**PDN straps and rails**

Pins as bars on the die edge.
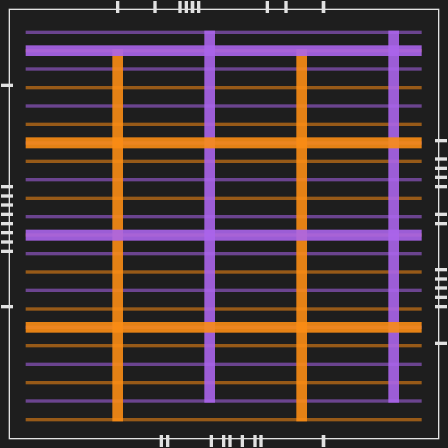
**The clock network**

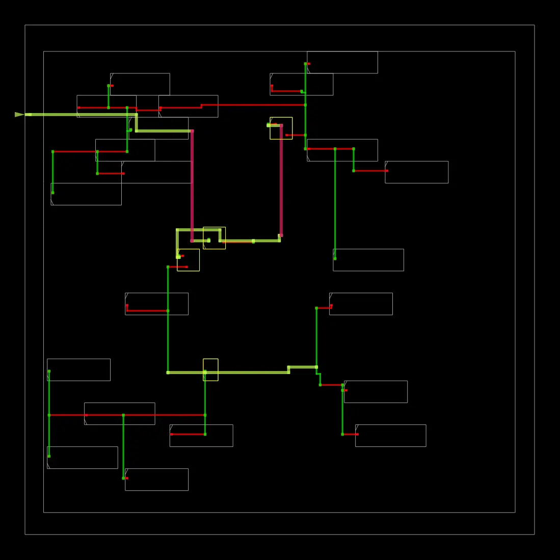
==> src/rtl/down_timer.sv <==
`default_nettype none
// ============================================================================
//  Module   : down_timer
//  Purpose  : BCD countdown timer (SS.hh) with IDLE/RUN/PAUSED/EXPIRED
//             control, decremented by a 100 Hz tick strobe. All outputs are
//             registered.
//  Revision : 1.0 - initial release
// ============================================================================
module down_timer #(
  parameter bit CLAMP_BCD = 1'b1
) (
  input  logic        clk,
  input  logic        reset,
  input  logic        tick,
  input  logic        load,
  input  logic [15:0] load_value,
  input  logic        start,
  input  logic        pause,
  output logic [15:0] count,
  output logic        running,
  output logic        done,
  output logic        expired
);

  localparam logic [1:0] ST_IDLE    = 2'd0;
  localparam logic [1:0] ST_RUN     = 2'd1;
  localparam logic [1:0] ST_PAUSED  = 2'd2;
  localparam logic [1:0] ST_EXPIRED = 2'd3;

  localparam logic [15:0] COUNT_ZERO = 16'h0000;
  localparam logic [15:0] COUNT_ONE  = 16'h0001;

  logic [1:0]  state;
  logic [1:0]  state_next;
  logic [15:0] count_next;
  logic [15:0] load_clamped;
  logic [15:0] count_dec;
  logic        expire_event;
  logic        running_next;
  logic        done_next;
  logic        expired_next;

  // Only an exclusive start or an exclusive pause is a valid command;
  // both together is treated as no command at all.
  logic start_cmd;
  logic pause_cmd;
  assign start_cmd = start & ~pause;
  assign pause_cmd = pause & ~start;

  // Per-digit conditioning of the preset: saturate non-BCD digits to 9
  // when clamping is enabled, otherwise pass the nibble through.
  for (genvar g = 0; g < 4; g++) begin : g_digit
    if (CLAMP_BCD) begin : g_clamp
      assign load_clamped[g*4 +: 4] =
        (load_value[g*4 +: 4] > 4'd9) ? 4'd9 : load_value[g*4 +: 4];
    end else begin : g_raw
      assign load_clamped[g*4 +: 4] = load_value[g*4 +: 4];
    end
  end

  // BCD borrow chain: a zero digit wraps to 9 and passes the borrow upward.
  function automatic logic [15:0] bcd_dec(input logic [15:0] value);
    logic [15:0] result;
    logic        borrow;
    logic [3:0]  digit;
    result = value;
    borrow = 1'b1;
    for (int i = 0; i < 4; i++) begin
      digit = value[i*4 +: 4];
      if (borrow) begin
        if (digit == 4'd0) begin
          result[i*4 +: 4] = 4'd9;
        end else begin
          result[i*4 +: 4] = digit - 4'd1;
          borrow           = 1'b0;
        end
      end
    end
    return result;
  endfunction

  assign count_dec = bcd_dec(count);

  // State register plus registered count and status flags.
  always_ff @(posedge clk) begin
    if (!reset) begin
      state   <= ST_IDLE;
      count   <= COUNT_ZERO;
      running <= 1'b0;
      done    <= 1'b0;
      expired <= 1'b0;
    end else begin
      state   <= state_next;
      count   <= count_next;
      running <= running_next;
      done    <= done_next;
      expired <= expired_next;
    end
  end

  // Next-state and next-count: load wins, then start/pause, then tick.
  always_comb begin
    state_next   = state;
    count_next   = count;
    expire_event = 1'b0;
    if (load) begin
      state_next = ST_IDLE;
      count_next = load_clamped;
    end else begin
      case (state)
        ST_IDLE: begin
          // A zero preset cannot be started; it would expire immediately.
          if (start_cmd && (count != COUNT_ZERO)) begin
            state_next = ST_RUN;
          end
        end
        ST_RUN: begin
          if (pause_cmd) begin
            state_next = ST_PAUSED;
          end else if (tick && !pause) begin
            if (count == COUNT_ONE) begin
              state_next   = ST_EXPIRED;
              count_next   = COUNT_ZERO;
              expire_event = 1'b1;
            end else begin
              count_next = count_dec;
            end
          end
        end
        ST_PAUSED: begin
          // Resuming never decrements on the resume edge itself.
          if (start_cmd) begin
            state_next = ST_RUN;
          end
        end
        ST_EXPIRED: begin
          count_next = COUNT_ZERO;
        end
        default: begin
          state_next = ST_IDLE;
          count_next = COUNT_ZERO;
        end
      endcase
    end
  end

  // Status flags derived from the upcoming state, registered above.
  always_comb begin
    running_next = (state_next == ST_RUN);
    expired_next = (state_next == ST_EXPIRED);
    done_next    = expire_event;
  end

endmodule
`default_nettype wire

==> config.mk <==
export PLATFORM = sky130hd
export DESIGN_NAME = down_timer
export DESIGN_NICKNAME = d
export VERILOG_FILES = /design/src/rtl/down_timer.sv
export SDC_FILE = /design/constraint.sdc
export NUM_CORES = 1
export LEC_CHECK = 0
export ABC_AREA = 1
export CAP_MARGIN = 10
export CORE_MARGIN = 2
export CORE_UTILIZATION = 43
export CTS_CLUSTER_DIAMETER = 80
export DETAILED_ROUTE_END_ITERATION = 10
export GPL_ROUTABILITY_DRIVEN = 0
export PLACE_DENSITY = 0.83
export SKIP_LAST_GASP = 1
export SLEW_MARGIN = 20
export SYNTH_ARGS = -nofsm -noshare
export SYNTH_HDL_FRONTEND = slang
export SYNTH_SLANG_ARGS = --single-unit
==> constraint.sdc <==
create_clock -name clk -period 1.5 [get_ports clk]
set_input_delay 0.45 -clock clk [delete_from_list [all_inputs] [get_ports clk]]
set_output_delay 0.45 -clock clk [all_outputs]
set_load 0.05 [all_outputs]
==> flow_summary.toml <==
# physical design summary
[run_status]
outcome = "finished with violations"
violations = "setup timing"

[worst_hold_path]
holdCritStartpoint = "count[6]"
min_delay_path_depth = 2
min_path_type = "reg2reg"

[power_and_ir_drop]
clockPowerShare_pct = 14.7
combinationalPowerShare_pct = 53.2
p_sw_mw = 0.840
sw_frac_of_total_pct = 41.2
vdd_drop_max_v = 0.000536
p_seq_share_pct = 32.1
intPower_mw = 1.20

[critical_path]
rr_worst_depth = 10
crit_type = "reg2reg"
timing.rr.start = "count[11]"
critPathLaunchType = "flop"
end_kind = "flop"
max_stage_delay_ns = 0.37
crit_chain = "inv_1 -> nand3_4 -> nor2_4 -> nand2_4 -> buf_6 -> nand3_4 -> nand2_4 -> nand2_1 -> nand2_1 -> nor2_1"
crit_fanout = 6
arrival_ns = 1.87
cp.buffers_inverters = 2
required_ns = 1.77

[placed_design]
hpwl_um = 3400
port_buffers = 40

[global_routing]
overflow = 0
grt_pass1_vias = 1903
track_usage_pct = 25.0
grt_pass1_wl_um = 8140
antenna_found_initial = 0
grt_max_degree = 14

[final_timing]
report.final.slew_viol_count = 0
setup_ws_ns = -0.0943
fin_crit_ns = 1.59
setup_violations = 17
rsz0062_at_grt = "yes"
hold_violations = 0
fin_crit_sh_pct = 106
hold_ws_ns = 0.593
tightest_slew_ns = 0.305

[routing]
first_pass_iters = 5
vias = 2081
routed_wl_um = 6190
drcViolationCount = 0
wire_per_inst_um = 17.1
drtIter0Drc = 160

[yosys]
ys_area_sq_um = 1500
synthesis.instances = 235
synth_area_sq_um = 1500
synth_flop_count = 21
ff_type = "dfxtp_1"
synth_warnings = 0
avgSynthCellArea_sq_um = 6.39

[job]
cap_violations = 0
warning_count = 29

[clock_network]
root_buffer = "clkbuf_4"
clkLatencyLatePin_ns = 0.33
htree_levels = 1
cts_buffer_depth = 2

[cells_and_area]
nets = 344
area_growth_pct = 84.9

[floorplan]
initial_core_util_pct = 45.0
coreArea_sq_um = 3340
pin_count = 41
## Picture notes: 'PDN straps and rails'
Key: purple = VDD; orange = VSS
4 straps on met4. 4 straps on met5. The core has 21 rows. 22 met1 rails follow the rows.

## Picture notes: 'the clock network'
num sequential: 21
clock-net power: 0.299 mW
Setup Skew: 0.00984 ns

## Yosys cell counts (3+ instances only)
master | count | share of area, %
nand2_2 | 3 | 1.2
nand3_1 | 25 | 8.3
o21ai_0 | 15 | 5.0
a31oi_1 | 3 | 1.2
a21oi_1 | 10 | 3.3
nand2_1 | 45 | 11
ha_1 | 6 | 5.0
o22ai_1 | 3 | 1.2
nor2_1 | 40 | 10
inv_1 | 27 | 6.7
dfxtp_1 | 21 | 28
nand4_1 | 3 | 1.2
inv_2 | 8 | 2.0
## cell usage in the layout, fill, tap and decap left out, drive strengths merged
cell            n
or2             1
clkinv          1
nor4            1
clkdlybuf4s50  18
nand2          48
dfxtp          21
nand3b          2
xnor2           1
nor2           42
ha              6
buf            59
o211ai          2
clkbuf          4
inv            35
nor3            1
o21ai          18
dlymetal6s2s    2
dlygate4sd2     1
o22ai           3
a31oi           3
o21a            1
a21oi          11
nand3          27
o21bai          1
nand4           4
a22oi           1
xor2            1
## how the worst max path moves through the flow
stage | from | end | slack (ns) | cells after the start
2_1_floorplan | count[12] | count[11] | 0.007 | 10
3_3_place_gp | tick | count[14] | -0.49 | 9
3_5_place_dp | tick | count[3] | -0.53 | 9
4_1_cts | count[12] | expired | 0.000006 | 11
5_1_grt | count[11] | count[11] | -0.16 | 10
6_report | count[11] | count[11] | -0.09 | 10
## cell type report
type,instances,area [sq um]
Multi-Input combinational cell,174,1150
Timing Repair Buffer,81,940
Fill cell,188,558
Sequential cell,21,460
Inverter,35,139
Tap cell,46,57.6
Clock buffer,3,22.5
Clock inverter,1,5.00
## flip-flops by register name (all words and copies together) (netlist names)
signal   count
running      1
count       16
done         1
state        2
expired      1
## power by group through the flow
stage	clock network [mW]	logic [mW]	registers (mW)
floorplan	0	0.342	0.785
global placement	0	0.843	0.659
detailed placement	0	0.864	0.660
CTS	0.290	0.939	0.648
global route	0.328	1.14	0.659
finish	0.299	1.09	0.655
## cells by family after synthesis
kind of cell               Yosys count  share of synthesized area (%)
and+or+nand+nor                    126                           37.8
AOI/OAI and AO/OA                   40                           16.7
buffers and inverters               40                           11.4
DFF                                 21                           28.0
adders and majority gates            6                           5.00
xor gates and xnor gates             2                           1.17
## timing repair
action | in CTS | in global routing
buffers inserted | 6 | 5
endpoints found under the setup margin | 19 | 20
pin swaps | 6 | 20
resized | 20 | 40
hold buffers | 0 | 0
endpoints found under the hold margin | 0 | 0
gates cloned | 0 | 1
## metal layers
| metal | up-vias | part of all wire [%] | GRT usage (%) |
|---|---|---|---|
| met3 | 35 | 7.8 | 4.11 |
| met5 | - | 0 | 0 |
| met4 | 0 | 4.7 | 8.61 |
| li1 | 934 | - | - |
| met2 | 138 | 51 | 46.3 |
| met1 | 974 | 36 | 28.8 |
## stage by stage
step | power, mW | setup TNS (ns) | utilization [%]
floorplan | 1.13 | 0 | -
global placement | 1.50 | -7.55 | 72.3
detailed placement | 1.52 | -8.73 | 72.3
CTS | 1.88 | 0 | 77.2
global route | 2.13 | -1.61 | 83.3
finish | 2.04 | -0.907 | 83.3
No activity file was given, so power comes from the tool's default toggle rates.
